===== src/rtl/issue_queue_pkg.sv =====
// Shared definitions for the issue queue: opcode constants, functional-unit
// classes, the per-entry storage layout and the ROB age helper.
package issue_queue_pkg;

    // Machine-wide widths that shape the stored payload.
    localparam int PREG_W  = 7;
    localparam int ROB_LEN = 16;
    localparam int ROB_W   = $clog2(ROB_LEN);

    // Major opcodes, instruction bits [6:2].
    localparam logic [4:0] OP_LOAD     = 5'b00000;
    localparam logic [4:0] OP_LOAD_FP  = 5'b00001;
    localparam logic [4:0] OP_MISC_MEM = 5'b00011;
    localparam logic [4:0] OP_I_TYPE   = 5'b00100;
    localparam logic [4:0] OP_AUIPC    = 5'b00101;
    localparam logic [4:0] OP_STORE    = 5'b01000;
    localparam logic [4:0] OP_STORE_FP = 5'b01001;
    localparam logic [4:0] OP_R_TYPE   = 5'b01100;
    localparam logic [4:0] OP_LUI      = 5'b01101;
    localparam logic [4:0] OP_FMADD    = 5'b10000;
    localparam logic [4:0] OP_F_TYPE   = 5'b10100;
    localparam logic [4:0] OP_BRANCH   = 5'b11000;
    localparam logic [4:0] OP_JALR     = 5'b11001;
    localparam logic [4:0] OP_JAL      = 5'b11011;
    localparam logic [4:0] OP_SYSTEM   = 5'b11100;

    // Functional-unit classes; the value indexes fu_ready.
    typedef enum logic [2:0] {
        FU_ALU  = 3'd0,
        FU_MUL  = 3'd1,
        FU_DIV  = 3'd2,
        FU_FALU = 3'd3,
        FU_FMUL = 3'd4,
        FU_FDIV = 3'd5,
        FU_LSU  = 3'd6,
        FU_CSR  = 3'd7
    } fu_class_e;

    // Micro-op payload carried from dispatch to issue unchanged.
    typedef struct packed {
        logic [31:0]       pc;
        logic [31:0]       imm;
        logic [4:0]        op;
        logic [2:0]        f3;
        logic [6:0]        f7;
        logic [PREG_W-1:0] p_rs1;
        logic [PREG_W-1:0] p_rs2;
        logic [PREG_W-1:0] p_rd;
        logic [2:0]        fu_sel;
        logic [ROB_W-1:0]  rob_idx;
        logic              jump;
    } iq_payload_t;

    // One queue slot: occupancy, operand readiness and payload.
    typedef struct packed {
        logic        valid;
        logic        rdy1;
        logic        rdy2;
        iq_payload_t pl;
    } iq_entry_t;

    // Distance from the ROB head; smaller means older. Wraps naturally.
    function automatic logic [ROB_W-1:0] rob_age(input logic [ROB_W-1:0] idx,
                                                 input logic [ROB_W-1:0] head);
        return idx - head;
    endfunction

endpackage


===== src/rtl/iq_age_select.sv =====
// Combinational oldest-first picker: among requesting slots, grants the one
// whose ROB index is closest to the ROB head; ties go to the lowest slot.
module iq_age_select
    import issue_queue_pkg::*;
#(
    parameter int N = 8
) (
    input  logic [N-1:0]            req,
    input  logic [N-1:0][ROB_W-1:0] rob_idx,
    input  logic [ROB_W-1:0]        rob_head,
    output logic [N-1:0]            grant,
    output logic                    valid
);

    localparam int SEL_W = $clog2(N);

    logic [ROB_W-1:0] best_age;
    logic [SEL_W-1:0] best_idx;

    // Linear scan keeping the smallest age; strict compare keeps the lower slot on ties.
    always_comb begin
        grant    = '0;
        valid    = 1'b0;
        best_age = '0;
        best_idx = '0;
        for (int i = 0; i < N; i++) begin
            if (req[i] && (!valid || (rob_age(rob_idx[i], rob_head) < best_age))) begin
                valid    = 1'b1;
                best_age = rob_age(rob_idx[i], rob_head);
                best_idx = SEL_W'(i);
            end
        end
        if (valid) begin
            grant[best_idx] = 1'b1;
        end
    end

endmodule


===== src/rtl/issue_queue.sv =====
// Unified issue queue between dispatch and register read. Holds renamed
// micro-ops, wakes operands from writeback tag broadcasts and issues the
// oldest fully-ready micro-op whose functional unit can accept it.
//
// Handshake: dispatch presents DC_valid only when IS_ready was high in that
// same cycle, and a micro-op is taken on the edge where DC_valid && IS_ready
// && !mispredict. IS_ready comes from registered occupancy alone, so it never
// depends on DC_valid or on a same-cycle issue. Issue has no back-pressure:
// iss_valid already includes fu_ready, so the winner leaves on the next edge.
module issue_queue
    import issue_queue_pkg::*;
#(
    parameter int IQ_LEN   = 8,
    parameter int WB_PORTS = 2
) (
    input  logic                         clk,
    input  logic                         rst,
    input  logic                         DC_valid,
    input  logic [31:0]                  DC_out_imm,
    input  logic [4:0]                   DC_out_op,
    input  logic [2:0]                   DC_out_f3,
    input  logic [6:0]                   DC_out_f7,
    input  logic [PREG_W-1:0]            DC_out_P_rs1,
    input  logic [PREG_W-1:0]            DC_out_P_rs2,
    input  logic [PREG_W-1:0]            DC_out_P_rd,
    input  logic [2:0]                   DC_out_fu_sel,
    input  logic [ROB_W-1:0]             DC_out_rob_idx,
    input  logic                         DC_out_jump,
    input  logic [31:0]                  DC_out_pc,
    input  logic                         rs1_busy,
    input  logic                         rs2_busy,
    output logic                         IS_ready,
    input  logic [WB_PORTS-1:0]          wb_valid,
    input  logic [WB_PORTS*PREG_W-1:0]   wb_tag,
    input  logic [ROB_W-1:0]             rob_head,
    input  logic [7:0]                   fu_ready,
    output logic                         iss_valid,
    output logic [31:0]                  iss_pc,
    output logic [31:0]                  iss_imm,
    output logic [4:0]                   iss_op,
    output logic [2:0]                   iss_f3,
    output logic [6:0]                   iss_f7,
    output logic [PREG_W-1:0]            iss_P_rs1,
    output logic [PREG_W-1:0]            iss_P_rs2,
    output logic [PREG_W-1:0]            iss_P_rd,
    output logic [2:0]                   iss_fu_sel,
    output logic [ROB_W-1:0]             iss_rob_idx,
    output logic                         iss_jump,
    input  logic                         mispredict,
    output logic [$clog2(IQ_LEN):0]      iq_count
);

    localparam int IDX_W = $clog2(IQ_LEN);
    localparam int CNT_W = IDX_W + 1;

    iq_entry_t                     q [IQ_LEN];
    logic [CNT_W-1:0]              count_q;

    logic                          insert;
    logic                          issue;
    logic [IDX_W-1:0]              free_idx;
    iq_payload_t                   ins_pl;
    logic                          ins_rdy1;
    logic                          ins_rdy2;

    logic [IQ_LEN-1:0]             req;
    logic [IQ_LEN-1:0]             grant;
    logic [IQ_LEN-1:0][ROB_W-1:0]  rob_vec;
    iq_payload_t                   sel_pl;

    // True when a valid broadcast carries this tag; tag 0 is the hardwired
    // zero register and never needs waking.
    function automatic logic tag_hit(input logic [PREG_W-1:0]          tag,
                                     input logic [WB_PORTS-1:0]        v,
                                     input logic [WB_PORTS*PREG_W-1:0] tags);
        logic hit;
        hit = 1'b0;
        for (int k = 0; k < WB_PORTS; k++) begin
            if (v[k] && (tags[k*PREG_W +: PREG_W] == tag)) begin
                hit = 1'b1;
            end
        end
        return hit && (tag != '0);
    endfunction

    assign IS_ready = (count_q < CNT_W'(IQ_LEN));
    assign insert   = DC_valid && IS_ready && !mispredict;
    assign issue    = iss_valid;
    assign iq_count = count_q;

    // An operand is ready at insert if not busy, is x0, or is being woken this cycle.
    assign ins_rdy1 = !rs1_busy || (DC_out_P_rs1 == '0) || tag_hit(DC_out_P_rs1, wb_valid, wb_tag);
    assign ins_rdy2 = !rs2_busy || (DC_out_P_rs2 == '0) || tag_hit(DC_out_P_rs2, wb_valid, wb_tag);

    // Gather the incoming payload into the stored layout.
    always_comb begin
        ins_pl         = '0;
        ins_pl.pc      = DC_out_pc;
        ins_pl.imm     = DC_out_imm;
        ins_pl.op      = DC_out_op;
        ins_pl.f3      = DC_out_f3;
        ins_pl.f7      = DC_out_f7;
        ins_pl.p_rs1   = DC_out_P_rs1;
        ins_pl.p_rs2   = DC_out_P_rs2;
        ins_pl.p_rd    = DC_out_P_rd;
        ins_pl.fu_sel  = DC_out_fu_sel;
        ins_pl.rob_idx = DC_out_rob_idx;
        ins_pl.jump    = DC_out_jump;
    end

    // Lowest-numbered free slot receives the next insert.
    always_comb begin
        logic found;
        found    = 1'b0;
        free_idx = '0;
        for (int i = 0; i < IQ_LEN; i++) begin
            if (!q[i].valid && !found) begin
                found    = 1'b1;
                free_idx = IDX_W'(i);
            end
        end
    end

    // A slot requests issue when both operands are ready and its unit accepts.
    always_comb begin
        for (int i = 0; i < IQ_LEN; i++) begin
            req[i]     = q[i].valid && q[i].rdy1 && q[i].rdy2 && fu_ready[q[i].pl.fu_sel];
            rob_vec[i] = q[i].pl.rob_idx;
        end
    end

    iq_age_select #(
        .N (IQ_LEN)
    ) u_age_select (
        .req      (req),
        .rob_idx  (rob_vec),
        .rob_head (rob_head),
        .grant    (grant),
        .valid    (iss_valid)
    );

    // One-hot grant steers the winning payload to the issue port.
    always_comb begin
        sel_pl = '0;
        for (int i = 0; i < IQ_LEN; i++) begin
            if (grant[i]) begin
                sel_pl = q[i].pl;
            end
        end
    end

    assign iss_pc      = sel_pl.pc;
    assign iss_imm     = sel_pl.imm;
    assign iss_op      = sel_pl.op;
    assign iss_f3      = sel_pl.f3;
    assign iss_f7      = sel_pl.f7;
    assign iss_P_rs1   = sel_pl.p_rs1;
    assign iss_P_rs2   = sel_pl.p_rs2;
    assign iss_P_rd    = sel_pl.p_rd;
    assign iss_fu_sel  = sel_pl.fu_sel;
    assign iss_rob_idx = sel_pl.rob_idx;
    assign iss_jump    = sel_pl.jump;

    // Slot update: flush, insert into the free slot, retire the winner, apply wakeups.
    // Only valid bits are reset; payload and ready bits are rewritten on insert.
    always_ff @(posedge clk) begin
        for (int i = 0; i < IQ_LEN; i++) begin
            if (rst || mispredict) begin
                q[i].valid <= 1'b0;
            end else if (insert && (free_idx == IDX_W'(i))) begin
                q[i].valid <= 1'b1;
                q[i].rdy1  <= ins_rdy1;
                q[i].rdy2  <= ins_rdy2;
                q[i].pl    <= ins_pl;
            end else begin
                if (issue && grant[i]) begin
                    q[i].valid <= 1'b0;
                end
                if (q[i].valid && tag_hit(q[i].pl.p_rs1, wb_valid, wb_tag)) begin
                    q[i].rdy1 <= 1'b1;
                end
                if (q[i].valid && tag_hit(q[i].pl.p_rs2, wb_valid, wb_tag)) begin
                    q[i].rdy2 <= 1'b1;
                end
            end
        end
    end

    // Occupancy follows insert minus issue; a flush empties the queue.
    always_ff @(posedge clk) begin
        if (rst || mispredict) begin
            count_q <= '0;
        end else begin
            count_q <= count_q + CNT_W'(insert) - CNT_W'(issue);
        end
    end

endmodule


===== config.mk =====
export PLATFORM = sky130hd
export DESIGN_NAME = issue_queue
export DESIGN_NICKNAME = d
export VERILOG_FILES = /design/src/rtl/issue_queue_pkg.sv /design/src/rtl/iq_age_select.sv /design/src/rtl/issue_queue.sv
export SDC_FILE = /design/constraint.sdc
export NUM_CORES = 1
export LEC_CHECK = 0
export ABC_AREA = 1
export CORE_UTILIZATION = 50
export DETAILED_ROUTE_END_ITERATION = 6
export GPL_ROUTABILITY_DRIVEN = 0
export GPL_TIMING_DRIVEN = 0
export PLACE_DENSITY_LB_ADDON = 0.12
export SLEW_MARGIN = 30
export SYNTH_ARGS = -nofsm -noshare
export SYNTH_HDL_FRONTEND = slang
export SYNTH_SLANG_ARGS = --single-unit

===== constraint.sdc =====
create_clock -name clk -period 15.25 [get_ports clk]
set_input_delay 2.2875 -clock clk [delete_from_list [all_inputs] [get_ports clk]]
set_output_delay 2.2875 -clock clk [all_outputs]
set_load 0.03 [all_outputs]

==> impl_metrics.csv, run 1 <==
group,metric,value,unit
outcome,outcome,"finished, violations left",
final_layout,dominant_cells,"registers",
synth,ys_top_cells_by_count,"888 x edfxtp_1, 828 x nand2_1, 286 x nand4_1, 280 x inv_1, 167 x nor2_1",
sta,slew-limit-headroom,35.5,%
floorplan,chip_area,0.0816,mm2
synth,synth-edff-count,888,
power_and_ir_drop,p_sw,1.22,mW
routing,viasPerCell,5.95,
synth,adder_share,1.97,%
routing,wl_met2,57.0,mm
worst_setup_path,critPathMaxStageDelay,0.51,ns
floorplan,row_count,103,
sta,finalHoldViolCount,0,
power_and_ir_drop,power.leakage,18.9,nW
sta,fmax,69.1,MHz
min_path,hp-class,"reg -> reg",
power_and_ir_drop,seq_power,2.71,mW
sta,drv_slew,0,
min_path,worstHoldStart,"iq_count[0]",
synth,ys_sh_simple,17.0,%
outcome,failed_checks,"DRC",
routing,dr.pass1.iters,7,
power_and_ir_drop,power.clock.fraction,42.0,%
synth,xor_share,1.94,%
synth,muxShareOfSynthArea,0,%
synth,yosysChipArea,0.0402,mm2
run,drv_cap,0,
worst_setup_path,path_max_fanout,10,
sta,fin_setup_tns,0,ns
final_layout,post-route-cell-area,0.0487,mm2
synth,ys_dominant_reg_cell,"edfxtp_1",
routing,post-route-drc-count,2,
final_layout,logic_area,0.0115,mm2
worst_setup_path,startpoint,"rob_head[2]",
sta,setup_violations,0,
## run 1: cells in the final DEF (no fill, tap or decap), types with 14 or more instances in the layout
cell type and n:
buf_6 18, o21ai_1 101, o21bai_1 69, o211ai_1 21, o22ai_1 40, nand4_1 286
o21ai_0 69, nor3_1 15, nor2_1 161, xnor2_1 40, clkbuf_16 93, clkinv_2 21
inv_1 276, buf_16 30, nand2_1 828, o2111ai_1 33, clkbuf_2 36, buf_2 62
xor2_1 49, edfxtp_1 888, o221ai_1 14, clkdlybuf4s50_1 137, a2111oi_0 21, nand3_1 139
ha_1 49, dlymetal6s2s_1 97, a221oi_1 15, nor4_1 32, a21oi_1 55, buf_4 52
clkbuf_1 82, clkinv_1 18
## run 1: sequential cells by signal, summed over array words and instances (netlist names)
signal,count
q,888
iq_count,4
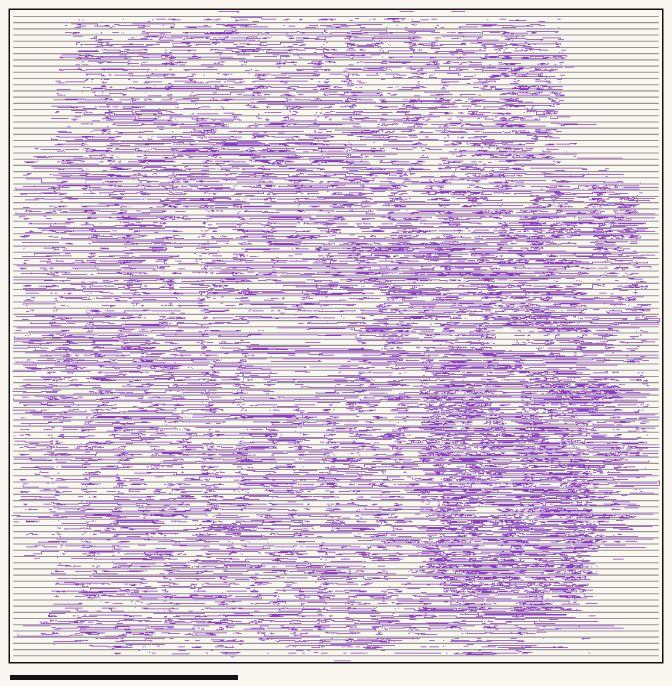
Fig. 1. M1 wires (run 1).
Scale bar: 100 um. Supply wires on this layer in grey.
share of all routed wire = 39%
longest straight run = 76.8 um
wire length on this layer = 48.3 mm
nets with wire on the layer = 3,841
main direction = horizontal
DRT Wirelength: 122 mm
DR vias: 30,000
met1 GRT Util: 39.6%

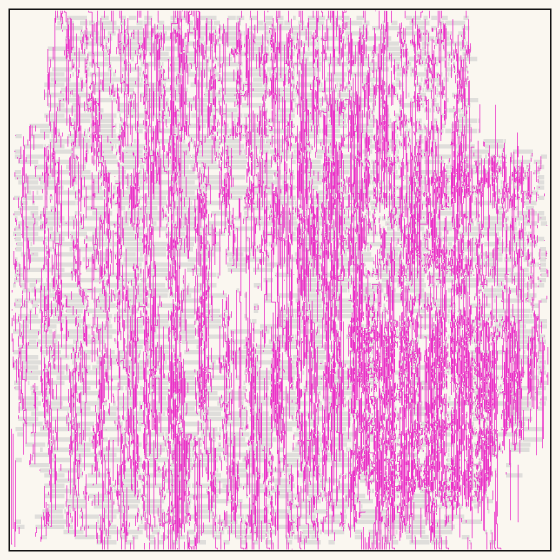
Fig. 2. Signal wires on met2 (run 1).
Cells faint in the background.
share of all routed wire = 47%
main direction = vertical
M2 GR Usage: 47.3%

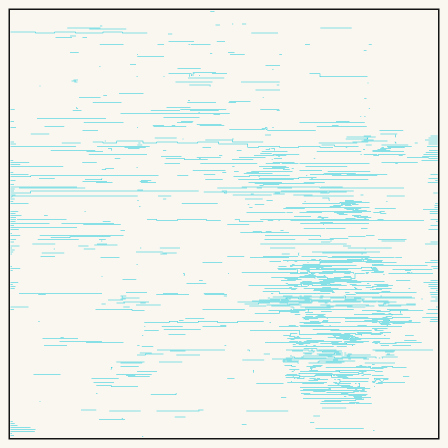
Fig. 3. Signal wires on met3 (run 1).
longest straight run = 112 um
nets with wire on the layer = 563
main direction = horizontal
share of all routed wire = 9.6%
wire length on this layer = 11,700 um

==> run 2: changes to the inputs <==
--- a/config.mk
+++ b/config.mk
@@ -11,6 +11,7 @@
 export GPL_ROUTABILITY_DRIVEN = 0
 export GPL_TIMING_DRIVEN = 0
 export PLACE_DENSITY_LB_ADDON = 0.12
+export RECOVER_POWER = 100
 export SLEW_MARGIN = 30
 export SYNTH_ARGS = -nofsm -noshare
 export SYNTH_HDL_FRONTEND = slang
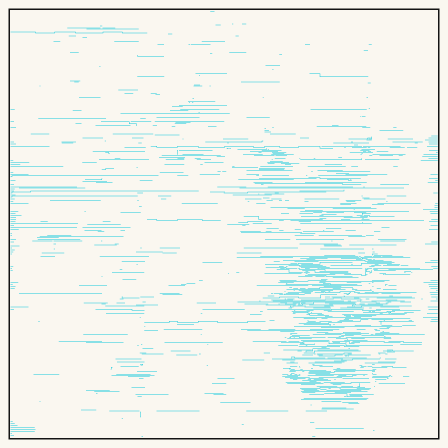
Fig. 4. Signal wires on met3 (run 2).
wire length on this layer = 11,900 um
share of all routed wire = 9.7%
main direction = horizontal
nets with wire on the layer = 558
longest straight run = 112 um

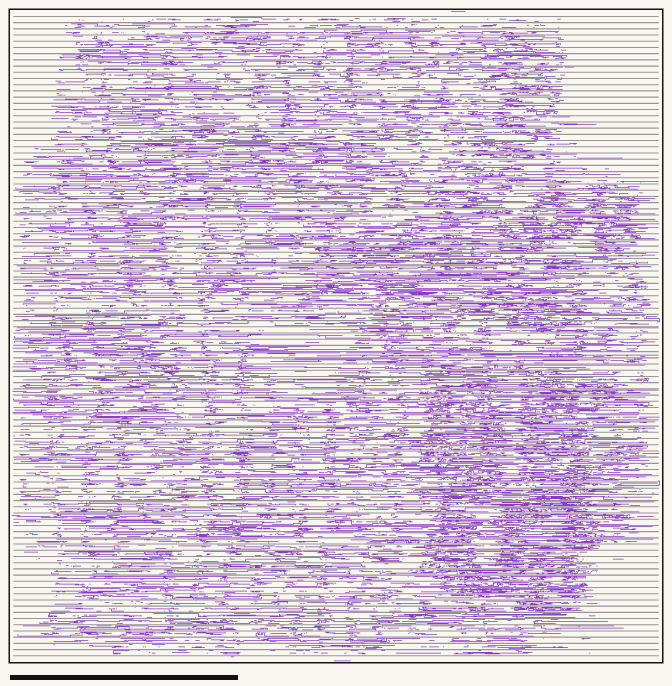
Fig. 5. M1 wires (run 2).
Scale bar: 100 um. Supply wires on this layer in grey.
share of all routed wire = 39%
main direction = horizontal
wire length on this layer = 47.9 mm
longest straight run = 94.1 um
nets with wire on the layer = 3,840
DRT Wirelength: 122 mm
DR vias: 29,900

==> run 2 against run 1 <==
Effect of this change: the flow finishes with violations (capacitance limit, slew limit); worst setup slack lost 0.011 ns; fmax about the same; critical path depth grew 1; cell count about the same; synthesized cell count is the same; clock skew decreased by 0.0063 ns; global-route usage unchanged; sequential power barely moved; sequential cell count did not move; cell area down 1.8%; clock power barely moved; die size unchanged; highest routed layer unchanged.
==> impl_metrics.csv, run 2 <==
group,metric,value,unit
worst_setup_path,critical_path_depth,64,
synth,ys_top_cells_by_count,"888 x edfxtp_1, 828 x nand2_1, 286 x nand4_1, 280 x inv_1, 167 x nor2_1",
sta,fmax,69.1,MHz
final_layout,layout_top_cells,"888 x edfxtp_1, 828 x nand2_1, 286 x nand4_1",
synth,synth-edff-count,888,
power_and_ir_drop,power.leakage,18.5,nW
routing,viasPerCell,5.92,
sta,drv_slew,222,
worst_setup_path,startpoint,"rob_head[2]",
sta,whs,0.594,ns
routing,dr.pass1.iters,7,
routing,highest_layer,"met5",
floorplan,chip_area,0.0816,mm2
run,drv_cap,4,
outcome,outcome,"finished, violations left",
final_layout,largest_reg_flops,888,
min_path,worstHoldStart,"iq_count[0]",
clocking,postCtsHoldBufs,0,
worst_setup_path,critPathKind,"in -> out",
synth,ys_dominant_reg_cell,"edfxtp_1",
floorplan,row_count,103,
final_layout,fill_cells,6385,
sta,fin_setup_tns,0,ns
final_layout,logic_area,0.0115,mm2
final_layout,top_register,"q",
final_layout,clkbuf_count,113,
routing,post-route-drc-count,0,
final_layout,post-route-cell-area,0.0478,mm2
sta,setup_violations,0,
final_layout,dominant_cells,"registers",
clocking,clock_path_buffers,3,
outcome,failed_checks,"capacitance limit, slew limit",
worst_setup_path,path_max_fanout,10,
synth,synth_top_cell_by_area,"edfxtp_1",
power_and_ir_drop,p_sw,1.22,mW
sta,skew,0.0248,ns
synth,yosysChipArea,0.0402,mm2
worst_setup_path,critPathMaxStageDelay,0.51,ns
final_layout,instances_no_fill,5051,
clocking,cts_root_buf,"clkbuf_16",
final_layout,final_common_cell,"edfxtp_1",
sta,slew-limit-headroom,-192,%
global_routing,grt_first_pass_wirelength,179,mm
min_path,hp-class,"reg -> reg",
power_and_ir_drop,seq_power,2.71,mW
power_and_ir_drop,power.clock.fraction,42.1,%
global_routing,use_met1,39.6,%
[run 2: cell count changes in the layout (fill, tap and decap cells not counted), moves of 19 or more]
cell	previous run	this run
clkbuf_1	82	156
clkdlybuf4s50_1	137	18
buf_16	30	0
buf_2	62	42
buf_4	52	33
dlygate4sd3_1	0	119
[run 2: worst max path at each step]
stage / end
after CTS: iss_P_rd[5]
after global routing: iss_P_rd[5]
after floorplan: q[0][219]
final: iss_P_rd[5]
after detailed placement: iss_pc[13]
after global placement: q[0][219]
[run 2: logic make-up after synthesis]
logic type,count (synthesis),synth area share [%]
simple gates,1508,17.0
flops,892,66.5
compound gates,471,7.61
buf+inv,471,5.05
xor+xnor,89,1.94
fa+ha+maj,58,1.97
[run 2: repair_timing]
item	in CTS	in global routing
pin swaps	4	1
resized	10	196
setup endpoints to repair	108	108
buffers inserted	13	6
No activity file was given, so power comes from the tool's default toggle rates.
